==> images/io_fan.png <==
Scale bar: 50 µm.
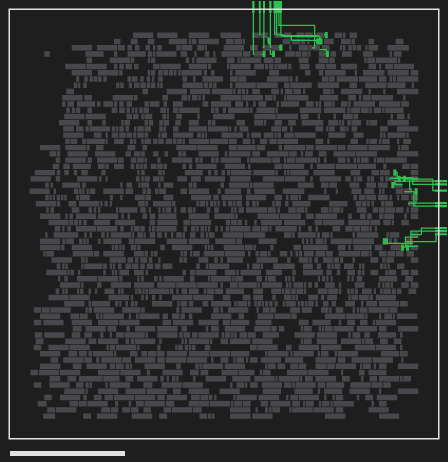
==> images/clk_routes.png <==
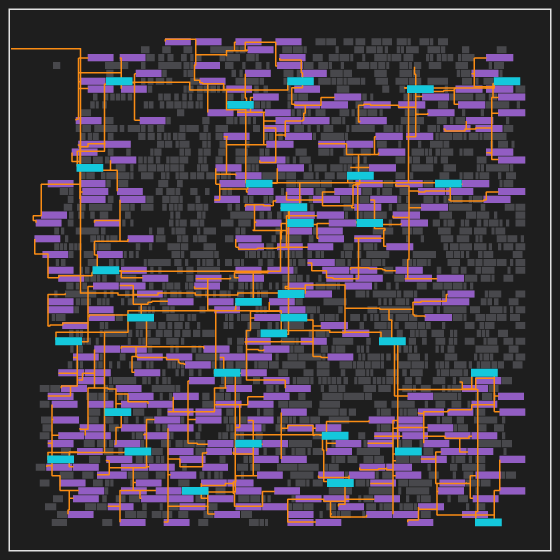
==> images/flops_by_reg.png <==
Other sequential cells in the stronger grey, the rest of the logic in the fainter grey.
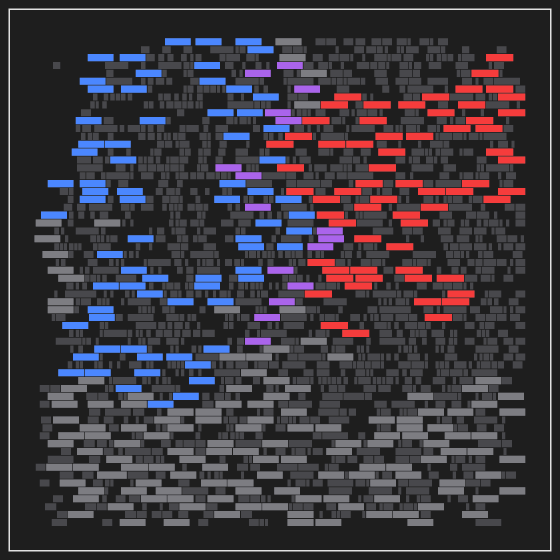
==> images/congestion.png <==
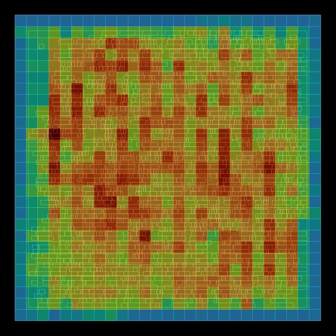
### src/rtl/tvs_pkg.sv
// Shared definitions for the TVS statistics monitor: write-select codes,
// control state encoding and default widths.
package tvs_pkg;

    localparam int DEF_DATA_W = 16;
    localparam int DEF_CH_W   = 2;

    typedef enum logic [1:0] {
        SEL_AVG = 2'd0,
        SEL_MIN = 2'd1,
        SEL_MAX = 2'd2
    } sel_e;

    typedef enum logic [2:0] {
        IDLE   = 3'd0,
        ACCUM  = 3'd1,
        WR_AVG = 3'd2,
        WR_MIN = 3'd3,
        WR_MAX = 3'd4
    } state_e;

endpackage

### src/rtl/tvs_edge_capture.sv
// Two-stage valid synchroniser with rising-edge detect; the sample value and
// channel are registered alongside the first stage so they line up with the event.
module tvs_edge_capture
    import tvs_pkg::*;
#(
    parameter int DATA_W = DEF_DATA_W,
    parameter int CH_W   = DEF_CH_W
) (
    input  logic              clk,
    input  logic              resetn_i,
    input  logic              valid_i,
    input  logic [DATA_W-1:0] value_i,
    input  logic [CH_W-1:0]   channel_i,
    output logic              event_o,
    output logic [DATA_W-1:0] value_o,
    output logic [CH_W-1:0]   channel_o
);

    logic              d1_q, d1_d;
    logic              d2_q, d2_d;
    logic [DATA_W-1:0] value_q, value_d;
    logic [CH_W-1:0]   channel_q, channel_d;

    always_comb begin
        d1_d      = valid_i;
        d2_d      = d1_q;
        value_d   = value_i;
        channel_d = channel_i;
    end

    always_ff @(posedge clk or negedge resetn_i) begin
        if (!resetn_i) begin
            d1_q      <= 1'b0;
            d2_q      <= 1'b0;
            value_q   <= '0;
            channel_q <= '0;
        end else begin
            d1_q      <= d1_d;
            d2_q      <= d2_d;
            value_q   <= value_d;
            channel_q <= channel_d;
        end
    end

    // One event per rising edge, regardless of how long valid stays high.
    assign event_o   = d1_q & ~d2_q;
    assign value_o   = value_q;
    assign channel_o = channel_q;

endmodule

### src/rtl/tvs_monitor.sv
// Per-channel TVS statistics: running average over 2**AVG_LOG2 samples plus
// min/max, written out as an avg/min/max burst, with hysteretic alarms.
module tvs_monitor
    import tvs_pkg::*;
#(
    parameter int DATA_W   = DEF_DATA_W,
    parameter int CH_W     = DEF_CH_W,
    parameter int AVG_LOG2 = 2
) (
    input  logic                  clk,
    input  logic                  resetn_i,
    input  logic                  valid_i,
    input  logic [DATA_W-1:0]     value_i,
    input  logic [CH_W-1:0]       channel_i,
    input  logic                  clr_i,
    input  logic [DATA_W-1:0]     thresh_hi_i,
    input  logic [DATA_W-1:0]     thresh_lo_i,
    output logic                  w_en_o,
    output logic [CH_W+1:0]       w_addr_o,
    output logic [DATA_W-1:0]     w_data_o,
    output logic [(1<<CH_W)-1:0]  alarm_o,
    output logic                  ovf_o
);

    localparam int NUM_CH = 1 << CH_W;
    localparam int SUM_W  = DATA_W + AVG_LOG2;
    localparam int CNT_W  = (AVG_LOG2 > 0) ? AVG_LOG2 : 1;
    localparam logic [CNT_W-1:0] CNT_LAST = CNT_W'((1 << AVG_LOG2) - 1);

    function automatic logic [DATA_W-1:0] calc_avg(input logic [SUM_W-1:0] s);
        logic [SUM_W-1:0] shifted;
        shifted = s >> AVG_LOG2;
        return shifted[DATA_W-1:0];
    endfunction

    logic              evt;
    logic [DATA_W-1:0] evt_val;
    logic [CH_W-1:0]   evt_ch;

    tvs_edge_capture #(
        .DATA_W (DATA_W),
        .CH_W   (CH_W)
    ) u_edge (
        .clk       (clk),
        .resetn_i  (resetn_i),
        .valid_i   (valid_i),
        .value_i   (value_i),
        .channel_i (channel_i),
        .event_o   (evt),
        .value_o   (evt_val),
        .channel_o (evt_ch)
    );

    state_e            state_q, state_d;
    logic              pend_vld_q, pend_vld_d;
    logic [DATA_W-1:0] pend_val_q, pend_val_d;
    logic [CH_W-1:0]   pend_ch_q, pend_ch_d;
    logic [DATA_W-1:0] cur_val_q, cur_val_d;
    logic [CH_W-1:0]   cur_ch_q, cur_ch_d;
    logic [SUM_W-1:0]  sum_q [NUM_CH];
    logic [SUM_W-1:0]  sum_d [NUM_CH];
    logic [CNT_W-1:0]  cnt_q [NUM_CH];
    logic [CNT_W-1:0]  cnt_d [NUM_CH];
    logic [DATA_W-1:0] min_q [NUM_CH];
    logic [DATA_W-1:0] min_d [NUM_CH];
    logic [DATA_W-1:0] max_q [NUM_CH];
    logic [DATA_W-1:0] max_d [NUM_CH];
    logic [DATA_W-1:0] avg_q, avg_d;
    logic [NUM_CH-1:0] alarm_q, alarm_d;
    logic              ovf_q, ovf_d;
    logic [SUM_W-1:0]  acc_sum;
    sel_e              w_sel;

    always_comb begin
        state_d    = state_q;
        pend_vld_d = pend_vld_q;
        pend_val_d = pend_val_q;
        pend_ch_d  = pend_ch_q;
        cur_val_d  = cur_val_q;
        cur_ch_d   = cur_ch_q;
        sum_d      = sum_q;
        cnt_d      = cnt_q;
        min_d      = min_q;
        max_d      = max_q;
        avg_d      = avg_q;
        alarm_d    = alarm_q;
        ovf_d      = ovf_q;
        w_en_o     = 1'b0;
        w_sel      = SEL_AVG;
        w_data_o   = '0;
        acc_sum    = sum_q[cur_ch_q] + SUM_W'(cur_val_q);

        case (state_q)
            IDLE: begin
                // A buffered sample goes first; a fresh event then refills the buffer.
                if (pend_vld_q) begin
                    cur_val_d  = pend_val_q;
                    cur_ch_d   = pend_ch_q;
                    state_d    = ACCUM;
                    pend_vld_d = evt;
                    pend_val_d = evt_val;
                    pend_ch_d  = evt_ch;
                end else if (evt) begin
                    cur_val_d = evt_val;
                    cur_ch_d  = evt_ch;
                    state_d   = ACCUM;
                end
            end
            ACCUM: begin
                if (cur_val_q < min_q[cur_ch_q]) min_d[cur_ch_q] = cur_val_q;
                if (cur_val_q > max_q[cur_ch_q]) max_d[cur_ch_q] = cur_val_q;
                if (cnt_q[cur_ch_q] == CNT_LAST) begin
                    cnt_d[cur_ch_q] = '0;
                    sum_d[cur_ch_q] = '0;
                    avg_d           = calc_avg(acc_sum);
                    state_d         = WR_AVG;
                end else begin
                    cnt_d[cur_ch_q] = cnt_q[cur_ch_q] + CNT_W'(1);
                    sum_d[cur_ch_q] = acc_sum;
                    state_d         = IDLE;
                end
            end
            WR_AVG: begin
                w_en_o   = 1'b1;
                w_sel    = SEL_AVG;
                w_data_o = avg_q;
                if (avg_q > thresh_hi_i)      alarm_d[cur_ch_q] = 1'b1;
                else if (avg_q < thresh_lo_i) alarm_d[cur_ch_q] = 1'b0;
                state_d  = WR_MIN;
            end
            WR_MIN: begin
                w_en_o   = 1'b1;
                w_sel    = SEL_MIN;
                w_data_o = min_q[cur_ch_q];
                state_d  = WR_MAX;
            end
            WR_MAX: begin
                w_en_o   = 1'b1;
                w_sel    = SEL_MAX;
                w_data_o = max_q[cur_ch_q];
                state_d  = IDLE;
            end
            default: state_d = IDLE;
        endcase

        if (state_q != IDLE && evt) begin
            if (pend_vld_q) begin
                ovf_d = 1'b1;
            end else begin
                pend_vld_d = 1'b1;
                pend_val_d = evt_val;
                pend_ch_d  = evt_ch;
            end
        end

        // Clear overrides everything, including an event landing in the same cycle.
        if (clr_i) begin
            state_d    = IDLE;
            pend_vld_d = 1'b0;
            alarm_d    = '0;
            ovf_d      = 1'b0;
            for (int i = 0; i < NUM_CH; i++) begin
                sum_d[i] = '0;
                cnt_d[i] = '0;
                min_d[i] = '1;
                max_d[i] = '0;
            end
        end
    end

    always_ff @(posedge clk or negedge resetn_i) begin
        if (!resetn_i) begin
            state_q    <= IDLE;
            pend_vld_q <= 1'b0;
            pend_val_q <= '0;
            pend_ch_q  <= '0;
            cur_val_q  <= '0;
            cur_ch_q   <= '0;
            avg_q      <= '0;
            alarm_q    <= '0;
            ovf_q      <= 1'b0;
            for (int i = 0; i < NUM_CH; i++) begin
                sum_q[i] <= '0;
                cnt_q[i] <= '0;
                min_q[i] <= '1;
                max_q[i] <= '0;
            end
        end else begin
            state_q    <= state_d;
            pend_vld_q <= pend_vld_d;
            pend_val_q <= pend_val_d;
            pend_ch_q  <= pend_ch_d;
            cur_val_q  <= cur_val_d;
            cur_ch_q   <= cur_ch_d;
            avg_q      <= avg_d;
            alarm_q    <= alarm_d;
            ovf_q      <= ovf_d;
            sum_q      <= sum_d;
            cnt_q      <= cnt_d;
            min_q      <= min_d;
            max_q      <= max_d;
        end
    end

    assign w_addr_o = w_en_o ? {w_sel, cur_ch_q} : '0;
    assign alarm_o  = alarm_q;
    assign ovf_o    = ovf_q;

endmodule

### config.mk
export PLATFORM = sky130hd
export DESIGN_NAME = tvs_monitor
export DESIGN_NICKNAME = d
export VERILOG_FILES = /design/src/rtl/tvs_pkg.sv /design/src/rtl/tvs_edge_capture.sv /design/src/rtl/tvs_monitor.sv
export SDC_FILE = /design/constraint.sdc
export NUM_CORES = 1
export LEC_CHECK = 0
export CAP_MARGIN = 30
export CORE_MARGIN = 8
export CORE_UTILIZATION = 55
export DETAILED_ROUTE_END_ITERATION = 6
export PLACE_DENSITY_LB_ADDON = 0.1
export REMOVE_ABC_BUFFERS = 1
export SLEW_MARGIN = 20
export SYNTH_ARGS = -nofsm -noshare
export SYNTH_HDL_FRONTEND = slang
export SYNTH_SLANG_ARGS = --single-unit
### constraint.sdc
create_clock -name clk -period 3.96 [get_ports clk]
set_input_delay 0.396 -clock clk [delete_from_list [all_inputs] [get_ports clk]]
set_output_delay 0.396 -clock clk [all_outputs]
set_load 0.005 [all_outputs]
==> tab_implementation.tex <==
% Table of physical implementation metrics
\begin{tabular}{lr}
\hline
Metric & Value \\
\hline
\multicolumn{2}{l}{\textbf{Power and ir drop}} \\
Proportion of power drawn by flip-flops and latches & 0.433 \\
Clock distribution power & 0.00295 W \\
Reported combinational group power & 0.00152 W \\
Net switching fraction of the power & 0.301 \\
Relative contribution of the clock network to total power & 0.374 \\
Switching power & 0.00237 W \\
Lkg Pwr & 8.29 nW \\
Internal power & 0.00551 W \\
Total power draw & 0.00788 W \\
\multicolumn{2}{l}{\textbf{Yosys}} \\
FFs w/ async S/R, synth & 1.00 \\
Cell types with the largest area share after synthesis & sky130\_fd\_sc\_hd\_\_dfrtp\_1, sky130\_fd\_sc\_hd\_\_dfstp\_2, sky130\_fd\_sc\_hd\_\_mux2i\_1 \\
Synthesized area & 0.0160 mm² \\
Number of warnings printed during yosys synthesis & 0 \\
Top cells by instance count after synthesis & sky130\_fd\_sc\_hd\_\_dfrtp\_1, sky130\_fd\_sc\_hd\_\_nor2\_1, sky130\_fd\_sc\_hd\_\_mux2i\_1, sky130\_fd\_sc\_hd\_\_nand2\_1, sky130\_fd\_sc\_hd\_\_o21ai\_0 \\
Netlist cell types & 72 \\
Largest type area fraction & 0.352 \\
Cell accounting for the most synthesized area & sky130\_fd\_sc\_hd\_\_dfrtp\_1 \\
Synthesized netlist cell count & 1,529 \\
Seq/Total Area, Yosys & 0.458 \\
Register bit total from synthesis & 289 \\
Yosys stat cell total & 1,529 \\
\multicolumn{2}{l}{\textbf{Clocking}} \\
CTS Root Buffer Type & sky130\_fd\_sc\_hd\_\_clkbuf\_16 \\
Clock slew at reported path FFs & 0.07 ns \\
Number of H-tree levels & 1 \\
Worst skew pair latency & 0.58 ns \\
Buffers inserted by post-CTS timing repair & 0 \\
Post-cts repair resize count & 0 \\
Buffer depth of the longest clock path & 3 \\
\multicolumn{2}{l}{\textbf{Setup path}} \\
Launching element type of the critical path & register \\
End of the worst register-to-register path & sum\_q[16]\$\_DFFE\_PN0P\_ \\
Timing startpoint of the critical path & cur\_ch\_q[1]\$\_DFFE\_PN0P\_ \\
Critical setup path kind & reg -> reg \\
Worst reg-to-reg path cell count & 8 \\
CP delay by family, top & simple AND/OR/NAND/NOR gates \\
Crit path largest cell delay & 0.89 ns \\
\multicolumn{2}{l}{\textbf{Final timing}} \\
Slew of the pin with the lowest slew margin & 0.928 ns \\
Worst rel slew slack & 0.381 \\
Setup repair after global routing missed its margin & no \\
Highest achievable clock rate & 0.271 GHz \\
Total negative setup slack & 0 ns \\
\multicolumn{2}{l}{\textbf{Final layout}} \\
NumNets Final & 1,743 \\
Most frequent logic cell in the layout & sky130\_fd\_sc\_hd\_\_dfrtp\_1 \\
\# fillers & 2,302 \\
Final design area excluding fillers & 0.0185 mm² \\
Fraction of layout instances using a drive strength above 1 & 0.163 \\
\multicolumn{2}{l}{\textbf{Die}} \\
I/O pin total & 80 \\
Pre-Place Util & 0.558 \\
Area of the die & 0.0348 mm² \\
\multicolumn{2}{l}{\textbf{Placement}} \\
Standard cell area after detailed placement & 0.0174 mm² \\
GP Congestion & 0.938 \\
Worst slack after detailed placement & 0.135 ns \\
Total placed cells including tap cells & 1,956 \\
\multicolumn{2}{l}{\textbf{Flow run}} \\
OpenROAD warning count & 29 \\
\multicolumn{2}{l}{\textbf{Hold path}} \\
Hold crit path type & in -> reg \\
Hold path start & clr\_i \\
\multicolumn{2}{l}{\textbf{Route}} \\
Vias post-DR & 12.1k \\
Wire length per cell after detailed routing & 21.8 µm \\
Length of routed met3 wiring & 2760 µm \\
Met1 layer wirelength in the final routing & 19,800 µm \\
Met2 routed WL & 20,100 µm \\
Count of routing violations after the opening detailed-route iteration & 1,001 \\
Highest metal used & met5 \\
\multicolumn{2}{l}{\textbf{GRT}} \\
Initial antenna violation count & 1 \\
Overall track demand over capacity in global routing & 0.250 \\
Remaining global-route overflow & 0 \\
Largest net degree at the start of global routing & 156 \\
M2 GR Usage & 0.393 \\
\multicolumn{2}{l}{\textbf{Run status}} \\
Status & complete, no violations \\
\hline
\end{tabular}
About io_fan.png:
colour	port	direction	edge	end cells	buffers	wire
green	`thresh_lo_i`	input	8 right, 8 top	16	16	394 µm

About clk_routes.png:
[orange] clock wires | length: 3,740 µm
[cyan] clock drivers | count: 31
[purple] flip-flops | count: 289
flops lie	widely spread
routed clock nets	32

About flops_by_reg.png:
colour	netlist name	placed flops
purple	`avg_q`	16
red	`min_q`	64
blue	`sum_q`	72
not coloured	137
utilization of the core after routing: 0.645
seq pwr: 0.00341 W
sequential portion of the cell area: 0.396

About congestion.png:
layer with the highest usage after global routing: met2
GRT met3 Usage: 0.0434

-- flip-flops by register name (all words and copies together), names as in the netlist --
register and cells:
cur_val_q 16, pend_vld_q 1, ovf_o 1, pend_val_q 16, min_q 64, cnt_q 8, avg_q 16, u_edge.channel_o 2
u_edge.d1_q 1, u_edge.value_o 16, u_edge.d2_q 1, alarm_o 4, sum_q 72, pend_ch_q 2, cur_ch_q 2, max_q 64
state_q 3
-- final cells by class --
| type | instances | share of cell area |
|---|---|---|
| Tap cell | 384 | 0.0260 |
| Inverter | 77 | 0.0157 |
| Sequential cell | 289 | 0.396 |
| Timing Repair Buffer | 131 | 0.0704 |
| Clock inverter | 16 | 0.00854 |
| Multi-Input combinational cell | 1079 | 0.435 |
| Clock buffer | 42 | 0.0481 |
Power is estimated from default activity; no workload was simulated.
